$ cat src/rtl/clk_ctrl_pkg.sv
// Shared constants for the CPU clock-enable generator: mode encoding and
// default timing for a 12 MHz board clock.
package clk_ctrl_pkg;

    localparam int unsigned MODE_W   = 2;
    localparam int unsigned EN_CNT_W = 8;

    localparam int unsigned DEBOUNCE_CYCLES_DEF = 240000;
    localparam int unsigned DIV_1HZ_DEF         = 12000000;
    localparam int unsigned DIV_10HZ_DEF        = 1200000;
    localparam int unsigned CNT_W_DEF           = 24;

    typedef enum logic [MODE_W-1:0] {
        MODE_STEP = 2'b00,
        MODE_1HZ  = 2'b01,
        MODE_10HZ = 2'b10,
        MODE_FULL = 2'b11
    } mode_e;

endpackage

$ cat src/rtl/btn_step_detect.sv
// Step button front end: 2-FF synchroniser, debounce counter and press-edge
// detector producing a registered one-cycle step pulse.
module btn_step_detect #(
    parameter int unsigned DEBOUNCE_CYCLES = 240000,
    parameter int unsigned CNT_W           = 24
) (
    input  logic clk,
    input  logic rstN,
    input  logic btn_i,
`ifdef CPU_CLK_EN_GEN_AUTOREPEAT_EN
    output logic btn_db_o,
`endif
    output logic step_pulse_o
);

    logic [1:0]       sync_q;
    logic             db_q;
    logic             db_d;
    logic             db_prev_q;
    logic             pulse_q;
    logic [CNT_W-1:0] db_cnt_q;
    logic [CNT_W-1:0] db_cnt_d;

    // Accept a level change only after DEBOUNCE_CYCLES consecutive differing cycles.
    always_comb begin
        db_d     = db_q;
        db_cnt_d = '0;
        if (sync_q[1] != db_q) begin
            if (db_cnt_q == CNT_W'(DEBOUNCE_CYCLES - 1)) begin
                db_d = sync_q[1];
            end else begin
                db_cnt_d = db_cnt_q + CNT_W'(1);
            end
        end
    end

    always_ff @(posedge clk or negedge rstN) begin
        if (!rstN) begin
            sync_q    <= 2'b11;
            db_q      <= 1'b1;
            db_prev_q <= 1'b1;
            db_cnt_q  <= '0;
            pulse_q   <= 1'b0;
        end else begin
            sync_q    <= {sync_q[0], btn_i};
            db_q      <= db_d;
            db_cnt_q  <= db_cnt_d;
            db_prev_q <= db_q;
            pulse_q   <= db_prev_q & ~db_q;
        end
    end

`ifdef CPU_CLK_EN_GEN_AUTOREPEAT_EN
    assign btn_db_o     = db_q;
`endif
    assign step_pulse_o = pulse_q;

endmodule

$ cat src/rtl/cpu_clk_en_gen.sv
// CPU clock-enable generator: merges step button, 1 Hz, 10 Hz and full-speed
// sources into a registered one-cycle enable. Optional hold-to-repeat in STEP
// mode is built when CPU_CLK_EN_GEN_AUTOREPEAT_EN is defined.
module cpu_clk_en_gen
    import clk_ctrl_pkg::*;
#(
    parameter int unsigned DEBOUNCE_CYCLES = DEBOUNCE_CYCLES_DEF,
    parameter int unsigned DIV_1HZ         = DIV_1HZ_DEF,
    parameter int unsigned DIV_10HZ        = DIV_10HZ_DEF,
    parameter int unsigned CNT_W           = CNT_W_DEF
) (
    input  logic                clk,
    input  logic                rstN,
    input  logic                clkBtn,
    input  logic [MODE_W-1:0]   clkSel,
    output logic                cpuClkEn,
    output logic [MODE_W-1:0]   modeOut,
    output logic [EN_CNT_W-1:0] enCount
);

    logic [MODE_W-1:0]   sel_s1_q;
    logic [MODE_W-1:0]   sel_s2_q;
    mode_e               mode_q;
    mode_e               sel_mode;
    logic [CNT_W-1:0]    div_cnt_q;
    logic [CNT_W-1:0]    div_lim;
    logic                div_run;
    logic                tick_c;
    logic                switch_c;
    logic                step_pulse;
    logic                en_q;
    logic [EN_CNT_W-1:0] en_cnt_q;
`ifdef CPU_CLK_EN_GEN_AUTOREPEAT_EN
    logic                btn_db;
    logic                rep_fast_q;
`endif

    btn_step_detect #(
        .DEBOUNCE_CYCLES (DEBOUNCE_CYCLES),
        .CNT_W           (CNT_W)
    ) u_btn (
        .clk          (clk),
        .rstN         (rstN),
        .btn_i        (clkBtn),
`ifdef CPU_CLK_EN_GEN_AUTOREPEAT_EN
        .btn_db_o     (btn_db),
`endif
        .step_pulse_o (step_pulse)
    );

    assign sel_mode = mode_e'(sel_s2_q);
    assign switch_c = (sel_mode != mode_q);

    // Prescaler limit and run condition for the active mode.
    always_comb begin
        div_run = 1'b0;
        div_lim = '0;
        case (mode_q)
            MODE_1HZ: begin
                div_run = 1'b1;
                div_lim = CNT_W'(DIV_1HZ - 1);
            end
            MODE_10HZ: begin
                div_run = 1'b1;
                div_lim = CNT_W'(DIV_10HZ - 1);
            end
`ifdef CPU_CLK_EN_GEN_AUTOREPEAT_EN
            // Repeat timer restarts on the press pulse so the first repeat lands DIV_1HZ later.
            MODE_STEP: begin
                div_run = ~btn_db & ~step_pulse;
                div_lim = rep_fast_q ? CNT_W'(DIV_10HZ - 1) : CNT_W'(DIV_1HZ - 1);
            end
`endif
            default: ;
        endcase
    end

    assign tick_c = div_run && (div_cnt_q == div_lim);

    // Mode FSM, prescaler and enable register; a switch cycle always suppresses the enable.
    always_ff @(posedge clk or negedge rstN) begin
        if (!rstN) begin
            sel_s1_q   <= '0;
            sel_s2_q   <= '0;
            mode_q     <= MODE_STEP;
            div_cnt_q  <= '0;
            en_q       <= 1'b0;
            en_cnt_q   <= '0;
`ifdef CPU_CLK_EN_GEN_AUTOREPEAT_EN
            rep_fast_q <= 1'b0;
`endif
        end else begin
            sel_s1_q <= clkSel;
            sel_s2_q <= sel_s1_q;
            en_cnt_q <= en_cnt_q + EN_CNT_W'(en_q);
            if (switch_c) begin
                mode_q     <= sel_mode;
                div_cnt_q  <= '0;
                en_q       <= 1'b0;
`ifdef CPU_CLK_EN_GEN_AUTOREPEAT_EN
                rep_fast_q <= 1'b0;
`endif
            end else begin
                div_cnt_q <= (!div_run || tick_c) ? '0 : div_cnt_q + CNT_W'(1);
                case (mode_q)
`ifdef CPU_CLK_EN_GEN_AUTOREPEAT_EN
                    MODE_STEP: en_q <= step_pulse | tick_c;
`else
                    MODE_STEP: en_q <= step_pulse;
`endif
                    MODE_1HZ:  en_q <= tick_c;
                    MODE_10HZ: en_q <= tick_c;
                    MODE_FULL: en_q <= 1'b1;
                    default:   en_q <= 1'b0;
                endcase
`ifdef CPU_CLK_EN_GEN_AUTOREPEAT_EN
                if (btn_db) begin
                    rep_fast_q <= 1'b0;
                end else if (mode_q == MODE_STEP && tick_c) begin
                    rep_fast_q <= 1'b1;
                end
`endif
            end
        end
    end

    assign cpuClkEn = en_q;
    assign modeOut  = mode_q;
    assign enCount  = en_cnt_q;

endmodule

$ cat config.mk
export PLATFORM = sky130hd
export DESIGN_NAME = cpu_clk_en_gen
export DESIGN_NICKNAME = d
export VERILOG_FILES = /design/src/rtl/clk_ctrl_pkg.sv /design/src/rtl/btn_step_detect.sv /design/src/rtl/cpu_clk_en_gen.sv
export SDC_FILE = /design/constraint.sdc
export NUM_CORES = 1
export LEC_CHECK = 0
export ABC_AREA = 1
export CAP_MARGIN = 5
export CORE_MARGIN = 1.5
export CORE_UTILIZATION = 65
export DETAILED_ROUTE_END_ITERATION = 8
export DONT_BUFFER_PORTS = 1
export PLACE_DENSITY = 0.81
export SKIP_CTS_REPAIR_TIMING = 1
export SLEW_MARGIN = 0
export SYNTH_ARGS = -nofsm -noshare
export SYNTH_HDL_FRONTEND = slang
export SYNTH_SLANG_ARGS = --single-unit
$ cat constraint.sdc
create_clock -name clk -period 3.7 [get_ports clk]
set_input_delay 0.74 -clock clk [delete_from_list [all_inputs] [get_ports clk]]
set_output_delay 0.74 -clock clk [all_outputs]
set_load 0.02 [all_outputs]
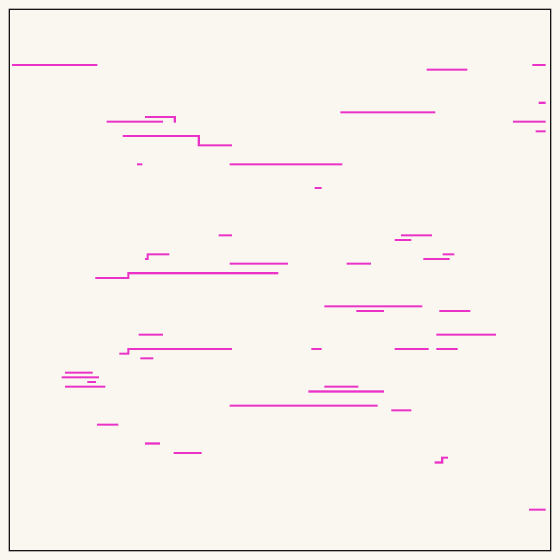
run_1/m3.png
share of all routed wire: 3.5%
wire length on this layer: 266 um
Via Count: 2,961
GR met3 Demand/Resource: 0.0718
Post-Route WL: 7710 um

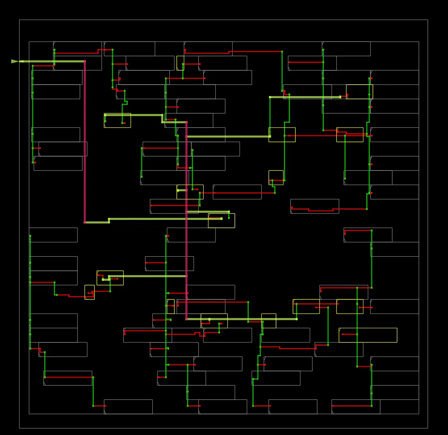
run_1/clock_nets.png
Final Skew: 9.19 ps
cts bufs inserted: 9

==> impl_metrics.py, run 1 <==
# Metrics from the implementation run
metrics = {
    "global_routing": {
        "grt_pass1_vias": 2989,
        "grt_max_degree": 69,
        "antenna_found_initial": 0,
        "overflow": 0,
        "track_usage": 0.289,
        "grt_pass1_wl_um": 13400,
    },
    "power": {
        "ir_worst_vdd_mv": 0.312,
        "leakage_nw": 1.70,
        "power_density_nw_per_um2": 389,
    },
    "critical_path": {
        "critical_path_arrival_ps": 2420,
        "critPathCapture": "div_cnt_q[6]",
        "reg2reg_depth": 9,
        "crit_path_start_kind": "flop",
        "worstSetupPathType": "flop to flop",
        "reg2reg_slack_ps": 1500,
        "worstReg2RegStart": "modeOut[0]",
        "r2r-end": "div_cnt_q[6]",
        "cp_max_fo": 17,
        "cp.required_ps": 3920,
        "critPathCaptureType": "flop",
        "startpoint": "modeOut[0]",
    },
    "yosys": {
        "yosys.stat.seqShare": 0.472,
        "top_cell_area_share": 0.443,
        "ys_chip_area_sq_um": 3620,
        "yosysUniqueCellTypes": 31,
        "async_flop_share": 1.00,
        "ys_cells": 465,
        "postSynthCellCount": 465,
        "synth_warnings": 0,
        "ff_type": "dfrtp_1",
        "synth.ff_latch_count": 68,
        "syn_avg_cell_area_sq_um": 7.78,
        "edf_count": 0,
        "synthTopCellsByArea": "dfrtp_1 44%, nand2_1 11%, nor2_1 10%",
        "syn-cell-area_sq_um": 3620,
        "fp_nets": 478,
        "yosysMostFrequentCell": "nand2_1",
        "common_cells": "102 x nand2_1, 96 x nor2_1, 64 x dfrtp_1",
        "synth_area_leader_cell": "dfrtp_1",
    },
    "final_layout": {
        "drive_gt1_frac": 0.0734,
        "syn_to_final_growth_pct": 7.26,
        "n_fill_cell": 413,
        "nets": 485,
        "layout_top_cell": "nand2_1",
        "layout.cells.non_filler": 547,
        "mostFrequentLayoutCells": "102 x nand2_1, 96 x nor2_1, 64 x dfrtp_1, 56 x inv_1, 37 x nand3_1",
        "antenna_cells": 0,
        "stdcell_area_sq_um": 3880,
    },
    "timing": {
        "maxSlewHeadroom": 0.633,
        "finalHoldViolCount": 0,
        "setup_viol": 0,
        "slew_violations": 0,
        "tns_ps": 0,
        "setup_ws_ps": 1500,
        "rsz0062_at_grt": "no",
        "finalCriticalPeriod_ps": 2200,
        "fmax_ghz": 0.455,
        "tightest_slew_ps": 550,
        "final.period_utilization": 0.594,
        "whs_ps": 87.3,
    },
    "cts": {
        "cts_root_buf": "clkbuf_8",
        "htree_num_levels": 3,
        "tritoncts": "built",
        "clkSlewWorstSetupHoldPaths_ps": 70,
        "cts.sinks": 68,
        "clock_path_buffers": 2,
        "clock_latency_ps": 340,
    },
    "place": {
        "place_ws_ps": 1520,
        "gp_congestion": 0.981,
        "dp_cells": 531,
        "dp_hpwl_um": 5700,
        "port_buffers": 0,
        "dpl_cell_area_sq_um": 3680,
    },
    "floorplan": {
        "fp_util": 0.691,
        "dieArea_sq_um": 6020,
        "dieWidth_um": 77.6,
        "coreArea_sq_um": 5240,
        "io_pins": 16,
        "dieHeight_um": 77.6,
        "rows": 26,
    },
    "routing": {
        "wl_per_cell_um": 14.1,
        "drtIter0Drc": 128,
        "dr.pass1.iters": 5,
        "drc": 0,
        "avgViaCountPerCell": 5.41,
        "ant_nets": 0,
    },
    "job": {
        "tool_warnings": 29,
        "maxCapViolCount": 0,
    },
    "min_path": {
        "hold_path_class": "primary input to asynchronous set/reset pin",
    },
    "outcome": {
        "outcome": "completed",
    },
}
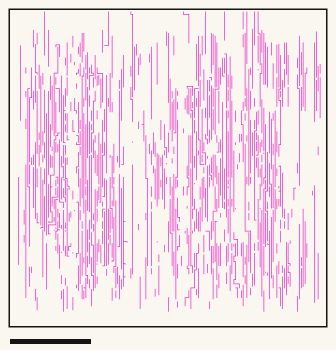
run_1/m2.png
Scale bar: 20 um.
nets with wire on the layer: 390
share of all routed wire: 53%
longest straight run: 45.6 um
main direction: vertical
wire length on this layer: 4,100 um
met2 Use GR: 0.525

run 1: kinds of logic (layout without fill, tap and decap cells):
kind of cell,after synthesis,after routing,synth area share
xor+xnor,25,25,0.0605
flops,68,68,0.472
fa+ha+maj,8,8,0.0277
compound gates,22,22,0.0349
buf+inv,64,76,0.0688
simple gates,278,278,0.336
run 1: stage by stage:
step	utilization	total power, mW
2_1_floorplan	-	0.898
3_3_place_gp	0.704	0.915
3_5_place_dp	0.704	0.923
4_1_cts	0.741	1.53
5_1_grt	0.741	1.57
6_report	0.741	1.51
run 1: critical path: stages, from the launching register on:
cell and delay, ps:
dfrtp_1 540, inv_1 120, ha_1 520, nand3_1 120
nand2_1 80, nand2_1 40, nor2_1 200, nand3_4 170
nand2_4 210, nor2_1 80
run 1: area by class of cell:
| type | count | area, sq um | share of cell area |
|---|---|---|---|
| clock inverters | 4 | 50.0 | 0.0129 |
| well taps | 70 | 87.6 | 0.0226 |
| flip-flops and latches | 68 | 1710 | 0.440 |
| multi-input cells | 333 | 1660 | 0.428 |
| inverters | 59 | 221 | 0.0571 |
| clock buffers | 12 | 145 | 0.0374 |
| repair buffers | 1 | 7.51 | 0.00193 |
run 1: state kept, by name, indices dropped and copies added (netlist names):
name,count
cpuClkEn,1
div_cnt_q,24
enCount,8
modeOut,2
sel_mode,2
sel_s1_q,2
u_btn.db_cnt_q,24
u_btn.db_prev_q,1
u_btn.db_q,1
u_btn.step_pulse_o,1
u_btn.sync_q,2
run 1: layer usage:
metal	routed length (um)	vias to the layer above	GRT usage
met5	0	-	0
met4	174	0	0.107
met3	265	16	0.0718
met2	4100	71	0.525
met1	3170	1399	0.324
li1	-	1475	-
run 1: power breakdown:
group	internal [mW]	switching (mW)
Combinational	0.0261	0.0472
Clock	0.329	0.273
Sequential	0.774	0.0609
Total	1.13	0.381
==> run 1 -> run 2 <==
Settings changed: CORE_UTILIZATION 65 to 63, PLACE_DENSITY 0.81 to 0.79.
Clock period 3.7 ns to 2.1 ns, I/O delays scaled along.
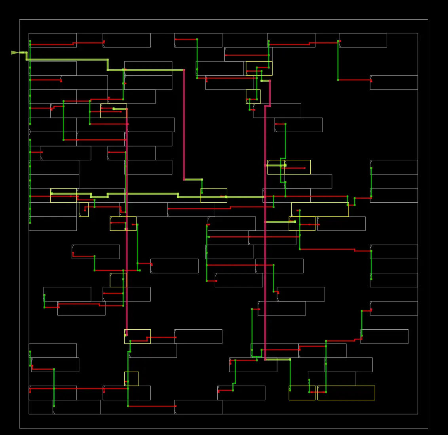
run_2/clock_nets.png
Clock group: 1.21 mW
CTS sink cnt: 68

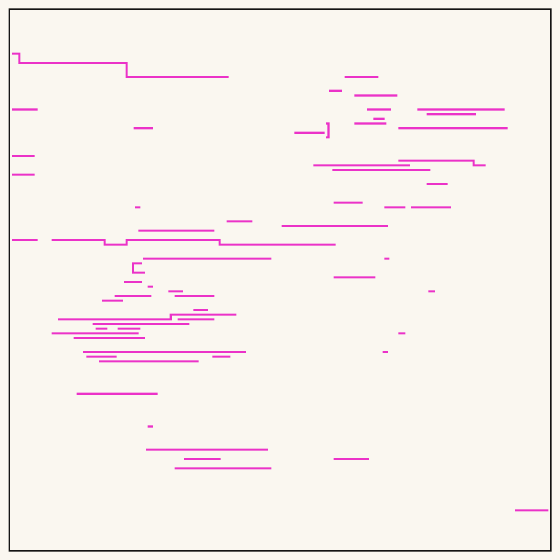
run_2/m3.png
longest straight run: 23.5 um
share of all routed wire: 6.1%

==> impl_metrics.py, run 2 <==
# Metrics from the implementation run
metrics = {
    "cts": {
        "tritoncts": "built",
        "clkSlewWorstSetupHoldPaths_ps": 80,
        "clock_path_buffers": 2,
        "cts_root_buf": "clkbuf_8",
        "clock_latency_ps": 350,
        "htree_num_levels": 3,
    },
    "timing": {
        "tns_ps": 0,
        "tightest_slew_ps": 581,
        "slew_violations": 0,
        "finalCriticalPeriod_ps": 1880,
        "finalHoldViolCount": 0,
        "maxSlewHeadroom": 0.612,
        "final.period_utilization": 0.895,
        "fmax_ghz": 0.532,
        "setup_viol": 0,
        "rsz0062_at_grt": "no",
        "skew_ps": 8.24,
    },
    "routing": {
        "ant_nets": 0,
        "vias": 2998,
        "dr.pass1.iters": 5,
        "drc": 0,
        "wirelength_um": 7590,
        "drtIter0Drc": 240,
        "wl_per_cell_um": 13.7,
    },
    "critical_path": {
        "r2r-end": "div_cnt_q[12]",
        "critPathCapture": "div_cnt_q[12]",
        "critical_path_arrival_ps": 2120,
        "critPathCaptureType": "flop",
        "cp_max_fo": 17,
        "startpoint": "modeOut[0]",
        "worstReg2RegStart": "modeOut[0]",
        "worstSetupPathType": "flop to flop",
        "reg2reg_depth": 8,
        "crit_path_start_kind": "flop",
        "reg2reg_slack_ps": 220,
        "cp.required_ps": 2340,
    },
    "place": {
        "port_buffers": 0,
        "dpl_cell_area_sq_um": 3700,
        "dp_cells": 535,
        "place_ws_ps": 213,
        "dp_hpwl_um": 5290,
    },
    "floorplan": {
        "dieHeight_um": 78.8,
        "coreArea_sq_um": 5510,
        "fp_util": 0.657,
        "rows": 27,
        "dieWidth_um": 78.8,
        "io_pins": 16,
        "dieArea_sq_um": 6210,
    },
    "yosys": {
        "top_cell_area_share": 0.443,
        "ys_cells": 465,
        "postSynthCellCount": 465,
        "edf_count": 0,
        "synth_warnings": 0,
        "synth_area_leader_cell": "dfrtp_1",
        "fa_ha_area_frac": 0.0277,
        "fp_nets": 478,
        "yosysMostFrequentCell": "nand2_1",
        "synth.ff_latch_count": 68,
        "syn_avg_cell_area_sq_um": 7.78,
        "ys_sh_aoi": 0.0349,
        "ys_top_logic_family": "simple AND/OR/NAND/NOR gates",
        "yosys-mux-area-fraction": 0,
        "ff_type": "dfrtp_1",
        "syn-cell-area_sq_um": 3620,
        "synthTopCellsByArea": "dfrtp_1 44%, nand2_1 11%, nor2_1 10%",
        "yosysUniqueCellTypes": 31,
        "ys_sh_xor": 0.0605,
        "async_flop_share": 1.00,
        "ys_sh_simple": 0.336,
        "yosys.stat.seqShare": 0.472,
    },
    "final_layout": {
        "antenna_cells": 0,
        "mostFrequentLayoutCells": "101 x nand2_1, 96 x nor2_1, 64 x dfrtp_1, 56 x inv_1, 37 x nand3_1",
        "nets": 489,
        "syn_to_final_growth_pct": 9.65,
        "stdcell_area_sq_um": 3970,
    },
    "global_routing": {
        "overflow": 0,
        "grt_pass1_wl_um": 13200,
        "grt_max_degree": 69,
        "grt_pass1_vias": 2931,
        "antenna_found_initial": 0,
        "track_usage": 0.278,
    },
    "min_path": {
        "hold_path_class": "primary input to flop",
    },
    "power": {
        "power_density_nw_per_um2": 715,
        "leakage_nw": 1.74,
        "ir_worst_vdd_mv": 0.716,
    },
    "outcome": {
        "outcome": "completed",
    },
    "job": {
        "tool_warnings": 29,
        "maxCapViolCount": 0,
    },
}
[run 2: cell counts after synthesis]
No cell type changed its count.
[run 2: how the worst min path moves through the flow]
stage                      endpoint  slack (ps)  cells after the start
global placement       div_cnt_q[4]         130                      0
CTS                    div_cnt_q[5]        -250                      0
finish              u_btn.sync_q[0]          60                      0
floorplan                  cpuClkEn         120                      0
global route        u_btn.sync_q[0]          40                      0
detailed placement     div_cnt_q[3]         130                      0
[run 2: cell type report]
class,instances,area (sq um)
repair buffers,5,60.1
clock inverters,7,97.6
clock buffers,9,124
multi-input cells,333,1670
well taps,72,90.1
flip-flops and latches,68,1710
inverters,59,221
fillers,426,1540
[run 2: power by group]
| part | leakage [nW] | switching [mW] | total (mW) | internal (mW) |
|---|---|---|---|---|
| clock network | 0.106 | 0.534 | 1.21 | 0.674 |
| logic | 0.723 | 0.112 | 0.167 | 0.0552 |
| registers | 0.913 | 0.0984 | 1.46 | 1.36 |
[run 2: per-layer routing]
layer	global-route usage	routed length (um)	share of wire
met5	0	0	0
met4	0.130	198	0.026
met3	0.0667	465	0.061
met2	0.444	3630	0.48
met1	0.359	3300	0.43
[run 2: cells by family after synthesis]
kind of cell | Yosys count
adder cells (fa/ha/maj) | 8
XOR/XNOR | 25
AND-OR/OR-AND | 22
buffers and inverters | 64
AND/OR/NAND/NOR | 278
flip-flops | 68
[run 2: metrics by stage]
stage,hold WS [ps],util
finish,63.0,0.720
global route,44.5,0.720
CTS,-253,0.713
detailed placement,127,0.672
global placement,127,0.672
floorplan,124,-
[run 2: critical path: stages, from the launching register on]
cell and delay [ps]:
dfrtp_1 380, buf_4 170, ha_1 240, nor2_1 130
nand2_1 70, o21ai_1 310, nand3_4 180, nand2_4 200
nor2_1 80
Power figures rest on the tool's default switching activity, not on a simulated workload.
